==> src/rtl/count_snapshot_fifo.sv <==
// Periodic sampler of a counter bus into a DEPTH-entry FIFO, drained over a
// Wishbone slave port, with a level-threshold interrupt.
module count_snapshot_fifo #(
  parameter int BITS  = 30,
  parameter int DEPTH = 8
) (
  input  logic            wb_clk_i,
  input  logic            wb_rst_i,
  input  logic            wbs_stb_i,
  input  logic            wbs_cyc_i,
  input  logic            wbs_we_i,
  input  logic [3:0]      wbs_sel_i,
  input  logic [31:0]     wbs_dat_i,
  input  logic [31:0]     wbs_adr_i,
  output logic            wbs_ack_o,
  output logic [31:0]     wbs_dat_o,
  input  logic [BITS-1:0] count,
  output logic            irq
);
  localparam int AW = $clog2(DEPTH);
  localparam int LW = AW + 1;

  logic            en, ovf;
  logic [3:0]      thresh;
  logic [15:0]     period, timer, period_nxt;
  logic [AW-1:0]   wptr, rptr;
  logic [LW-1:0]   level;
  logic [BITS-1:0] mem [DEPTH];
  logic [1:0]      adr;
  logic            acc, wr, capture, empty, full, pop, push, clr, period_wr, ovf_set, ovf_clr;
  logic [31:0]     rdata;
  logic            unused_bits;

  assign unused_bits = ^{wbs_adr_i[31:4], wbs_adr_i[1:0], wbs_dat_i[31:16], wbs_dat_i[3:2], wbs_sel_i[3:2]};

  // A new access is accepted only while ack is low, giving ack/idle alternation.
  assign acc       = wbs_cyc_i & wbs_stb_i & ~wbs_ack_o;
  assign wr        = acc & wbs_we_i;
  assign adr       = wbs_adr_i[3:2];
  assign capture   = en & (timer == 16'd0);
  assign empty     = (level == '0);
  assign full      = (level == LW'(DEPTH));
  assign pop       = acc & ~wbs_we_i & (adr == 2'd3) & ~empty;
  assign push      = capture & (~full | pop);
  assign ovf_set   = capture & full & ~pop;
  assign clr       = wr & (adr == 2'd0) & wbs_sel_i[0] & wbs_dat_i[1];
  assign ovf_clr   = wr & (adr == 2'd2) & wbs_sel_i[1] & wbs_dat_i[10];
  assign period_wr = wr & (adr == 2'd1);
  assign period_nxt = {wbs_sel_i[1] ? wbs_dat_i[15:8] : period[15:8],
                       wbs_sel_i[0] ? wbs_dat_i[7:0]  : period[7:0]};

  always_comb begin
    rdata = '0;
    case (adr)
      2'd0: rdata = {24'd0, thresh, 3'd0, en};
      2'd1: rdata = {16'd0, period};
      2'd2: rdata = {21'd0, ovf, full, empty, 3'd0, 5'(level)};
      default: rdata = empty ? 32'd0 : 32'(mem[rptr]);
    endcase
  end

  always_ff @(posedge wb_clk_i or posedge wb_rst_i) begin
    if (wb_rst_i) begin
      wbs_ack_o <= 1'b0;
      wbs_dat_o <= '0;
    end else begin
      wbs_ack_o <= acc;
      if (acc) wbs_dat_o <= rdata;
    end
  end

  always_ff @(posedge wb_clk_i or posedge wb_rst_i) begin
    if (wb_rst_i) begin
      en     <= 1'b0;
      thresh <= '0;
      period <= 16'hFFFF;
    end else begin
      if (wr && adr == 2'd0 && wbs_sel_i[0]) begin
        en     <= wbs_dat_i[0];
        thresh <= wbs_dat_i[7:4];
      end
      if (period_wr) period <= period_nxt;
    end
  end

  always_ff @(posedge wb_clk_i or posedge wb_rst_i) begin
    if (wb_rst_i)            timer <= 16'hFFFF;
    else if (period_wr)      timer <= period_nxt;
    else if (clr || !en)     timer <= period;
    else if (capture)        timer <= period;
    else                     timer <= timer - 16'd1;
  end

  // CLR overrides any same-cycle capture: FIFO ends empty with OVF clear.
  always_ff @(posedge wb_clk_i or posedge wb_rst_i) begin
    if (wb_rst_i) begin
      wptr  <= '0;
      rptr  <= '0;
      level <= '0;
      ovf   <= 1'b0;
    end else if (clr) begin
      wptr  <= '0;
      rptr  <= '0;
      level <= '0;
      ovf   <= 1'b0;
    end else begin
      if (pop)  rptr <= rptr + AW'(1);
      if (push) wptr <= wptr + AW'(1);
      if (push && !pop)      level <= level + LW'(1);
      else if (pop && !push) level <= level - LW'(1);
      ovf <= (ovf & ~ovf_clr) | ovf_set;
    end
  end

  always_ff @(posedge wb_clk_i) begin
    if (push) mem[wptr] <= count;
  end

  always_ff @(posedge wb_clk_i or posedge wb_rst_i) begin
    if (wb_rst_i) irq <= 1'b0;
    else          irq <= (thresh != 4'd0) && (5'(level) >= {1'b0, thresh});
  end
endmodule

==> config.mk <==
export PLATFORM = sky130hd
export DESIGN_NAME = count_snapshot_fifo
export DESIGN_NICKNAME = d
export VERILOG_FILES = /design/src/rtl/count_snapshot_fifo.sv
export SDC_FILE = /design/constraint.sdc
export NUM_CORES = 1
export LEC_CHECK = 0
export CAP_MARGIN = 20
export CELL_PAD_IN_SITES_DETAIL_PLACEMENT = 2
export CELL_PAD_IN_SITES_GLOBAL_PLACEMENT = 2
export CORE_MARGIN = 2
export CORE_UTILIZATION = 42
export CTS_BUF_LIST = sky130_fd_sc_hd__clkbuf_8 sky130_fd_sc_hd__clkbuf_16
export CTS_CLUSTER_DIAMETER = 60
export DETAILED_ROUTE_END_ITERATION = 16
export PLACE_DENSITY_LB_ADDON = 0.1
export SLEW_MARGIN = 20
export SYNTH_ARGS = -nofsm -noshare
export SYNTH_HDL_FRONTEND = slang
export SYNTH_SLANG_ARGS = --single-unit
==> constraint.sdc <==
create_clock -name wb_clk_i -period 5.2 [get_ports wb_clk_i]
set_input_delay 1.04 -clock wb_clk_i [delete_from_list [all_inputs] [get_ports wb_clk_i]]
set_output_delay 1.04 -clock wb_clk_i [all_outputs]
set_load 0.05 [all_outputs]
==> Changelog: implementation <==
### Implementation results

* DRT Wirelength at ~34,000 µm
* Main area contributors after synthesis: edfxtp_1 55%, mux4_2 10%, dfrtp_1 9.2%
* CTS HTree Levels at 2
* Final layout net count at between 1,000 and 1,500
* Worst Hold Depth at 2
* Wire per inst at approximately 26 µm
* Busiest grt layer: met2
* Final non-filler cell area at about 16,000 µm²
* Synthesis-to-finish area growth at 19.2%
* Top cells by instance count after synthesis: 240 x edfxtp_1, 73 x nand2_1, 60 x mux4_2
* Number of instances resized during post-cts repair at 0
* GRT Util Overall at between 20% and 30%
* Clock sinks at about 320
* Yosys warnings at 0
* Port Buffers at 86
* Worst setup slack for register-to-register paths at roughly 1.6 ns
* Die Ht at between 150 and 200 µm
* Outcome: complete, no violations
* Share of layout cells above drive strength 1 at between 20% and 30%
* Top-count cell post-synth: edfxtp_1
* Leakage power total at 0.00531 µW
* Worst-case hold slack at 0.482 ns
* Stages on worst setup path at 7
* Delay-heaviest family, CP: simple AND/OR/NAND/NOR gates
* Synth top area share at a little under three fifths
* Vias per inst at about 5.6
* RSZ-0062 raised after global routing: false
* Setup Fix Bufs, Post-CTS at 0
* Count of boundary I/O pins at 137
* Die outline width at approximately 180 µm
* Met3 Use GR at between 3 and 4%
* Critical path's largest stage delay at roughly 0.81 ns
* Number of DRC markers after the initial detailed-route iteration at approximately 430
* Core Area at about 30,000 µm²
* Int Power at 5040 µW
* Flip-flop count of the largest register after layout at 240
* Buf+Inv Stages, Crit Path at 2
* Cell at the slowest stage of the critical path: clkdlybuf4s50_1
* Number of hold violations in the final report at 0
* Weighted congestion reported at the end of routability-driven placement at slightly below 0.8
* Ratio of final minimum period to clock period at between 70% and 80%
* Placed instance area at approximately 14,000 µm²
* Depth of the worst register-to-register path at 9
* Launching element of the worst setup path: wbs_adr_i[3]
* Worst-Margin Slew at approximately 1.0 ns
* Utilization after layout at roughly half
* Cell at the root of the clock tree: clkbuf_16
* Count of TritonRoute iterations in the first routing pass at 6
* Power density over the cells at between 400 and 500 nW/µm²
* Global-route wire length before repair at 52,200 µm
* CTS clock-pin slew for the worst setup and hold paths at 0.06 ns
* Cell breakdown of the critical path: clkdlybuf4s50_1 -> nand2_1 -> o31ai_1 -> and3_1 -> nand2b_1 -> nor2_2 -> buf_4
* VDD IR-drop max at roughly 0.00033 V
* Startpoint of the lowest-slack hold path: wbs_dat_o[1]$_DFFE_PP0N_
* FP Rows at roughly 64
* Post-route minimum period at slightly below 4 ns
* Number of synthesized register bits at approximately 320
* Fraction of met1 tracks used by global routing at approximately 29%
* Post-synth top flop: edfxtp_1
* CP endpoint: mem[4][26]$_DFFE_PP_
* Fin. max-slew vios at 0
* Part of the total power dissipated in combinational logic at a little over a fifth
* Clock Latency Late Sink at between 0.5 and 0.6 ns
* Total global routing overflow at 0
* WL met3 at between 1000 and 1500 µm
* Worst Skew at between 0.02 and 0.025 ns
## layout make-up
| class | instances | area (µm²) |
|---|---|---|
| Timing Repair Buffer | 114 | 1070 |
| Multi-Input combinational cell | 400 | 3610 |
| Fill cell | 2730 | 15000 |
| Clock buffer | 39 | 942 |
| Sequential cell | 320 | 9260 |
| Inverter | 15 | 60.1 |
| Clock inverter | 25 | 120 |
| Tap cell | 396 | 495 |
## power by group through the flow
| stage | clock [µW] | sequential [µW] | combinational (µW) |
|---|---|---|---|
| 2_1_floorplan | 0 | 3320 | 1070 |
| 6_report | 2300 | 3300 | 1570 |
| 3_3_place_gp | 0 | 3350 | 1530 |
| 3_5_place_dp | 0 | 3360 | 1590 |
| 4_1_cts | 2370 | 3310 | 1600 |
| 5_1_grt | 2460 | 3350 | 1710 |
## cells in the final DEF (no fill, tap or decap), drive strengths merged, types with 5 or more instances in the layout
cell type        n
nand2b           7
buf             28
nor4            10
edfxtp         240
a221oi           5
o22a             5
or3             10
mux2i           37
dfrtp           48
ha              10
a21oi           16
a21o             5
xor2             8
clkdlybuf4s50   86
inv             24
nand2           73
nor2            29
mux4            60
mux2            12
o221a           11
o21ai           38
nor3             8
clkinv          16
xnor2            6
nand3           12
dfstp           32
clkbuf          39
## logic make-up (layout without fill, tap and decap cells)
logic type | Yosys count | count (layout) | share of synthesized area, %
adder cells (fa/ha/maj) | 11 | 11 | 1.11
XOR/XNOR | 14 | 14 | 0.940
multiplexers | 109 | 109 | 14.2
flip-flops | 320 | 320 | 70.9
AND-OR/OR-AND | 95 | 95 | 4.82
buffers and inverters | 56 | 193 | 1.74
AND/OR/NAND/NOR | 169 | 169 | 6.22
other | 1 | 2 | 0.0287
PDN straps and rails:
Scale bar: 50 µm. Pins as bars on the die edge. Tap cells in gray.
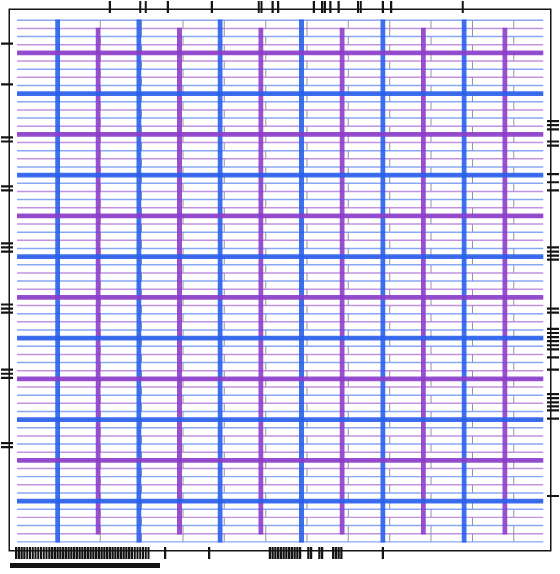
Purple stands for VDD. Blue stands for VSS.
12 straps on met5. 137 signal pins sit on the boundary. 396 tap cells. The core has 64 rows. 12 straps on met4.

Placement by cell class:
Scale bar: 50 µm.
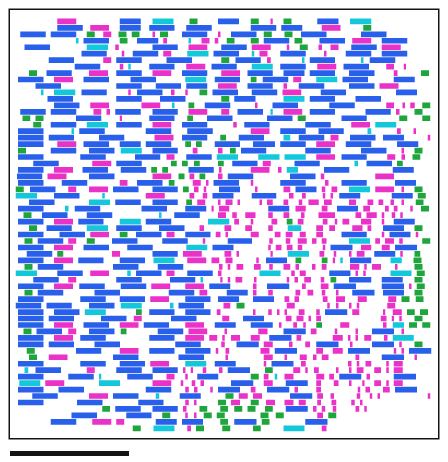
Blue stands for registers, cells 320, share of their area 61%. Cyan stands for clock drivers and dummy loads, cells 64, share of their area 7.1%. Magenta stands for remaining logic cells, cells 415, share of their area 24%. Green stands for remaining buffers and delay cells, cells 114, share of their area 7.1%.

Routed clock nets over the placement:
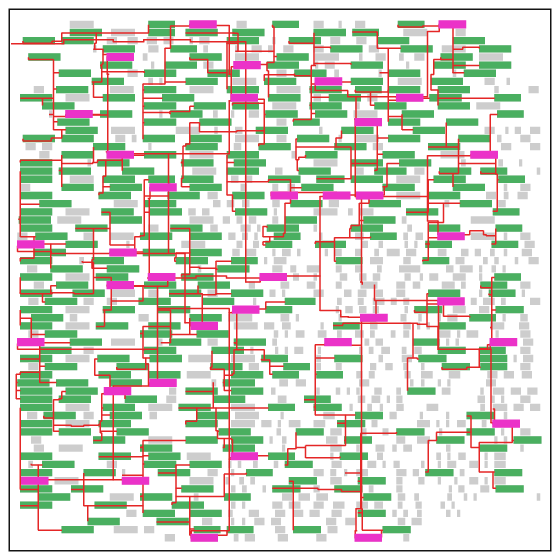
Magenta stands for clock-net drivers, count 36. Red stands for clock wires, length 4,160 µm. Green stands for flip-flops, count 320.
There are 37 routed clock nets. Position of the flops: all over the die.

Power is estimated from default activity; no workload was simulated.
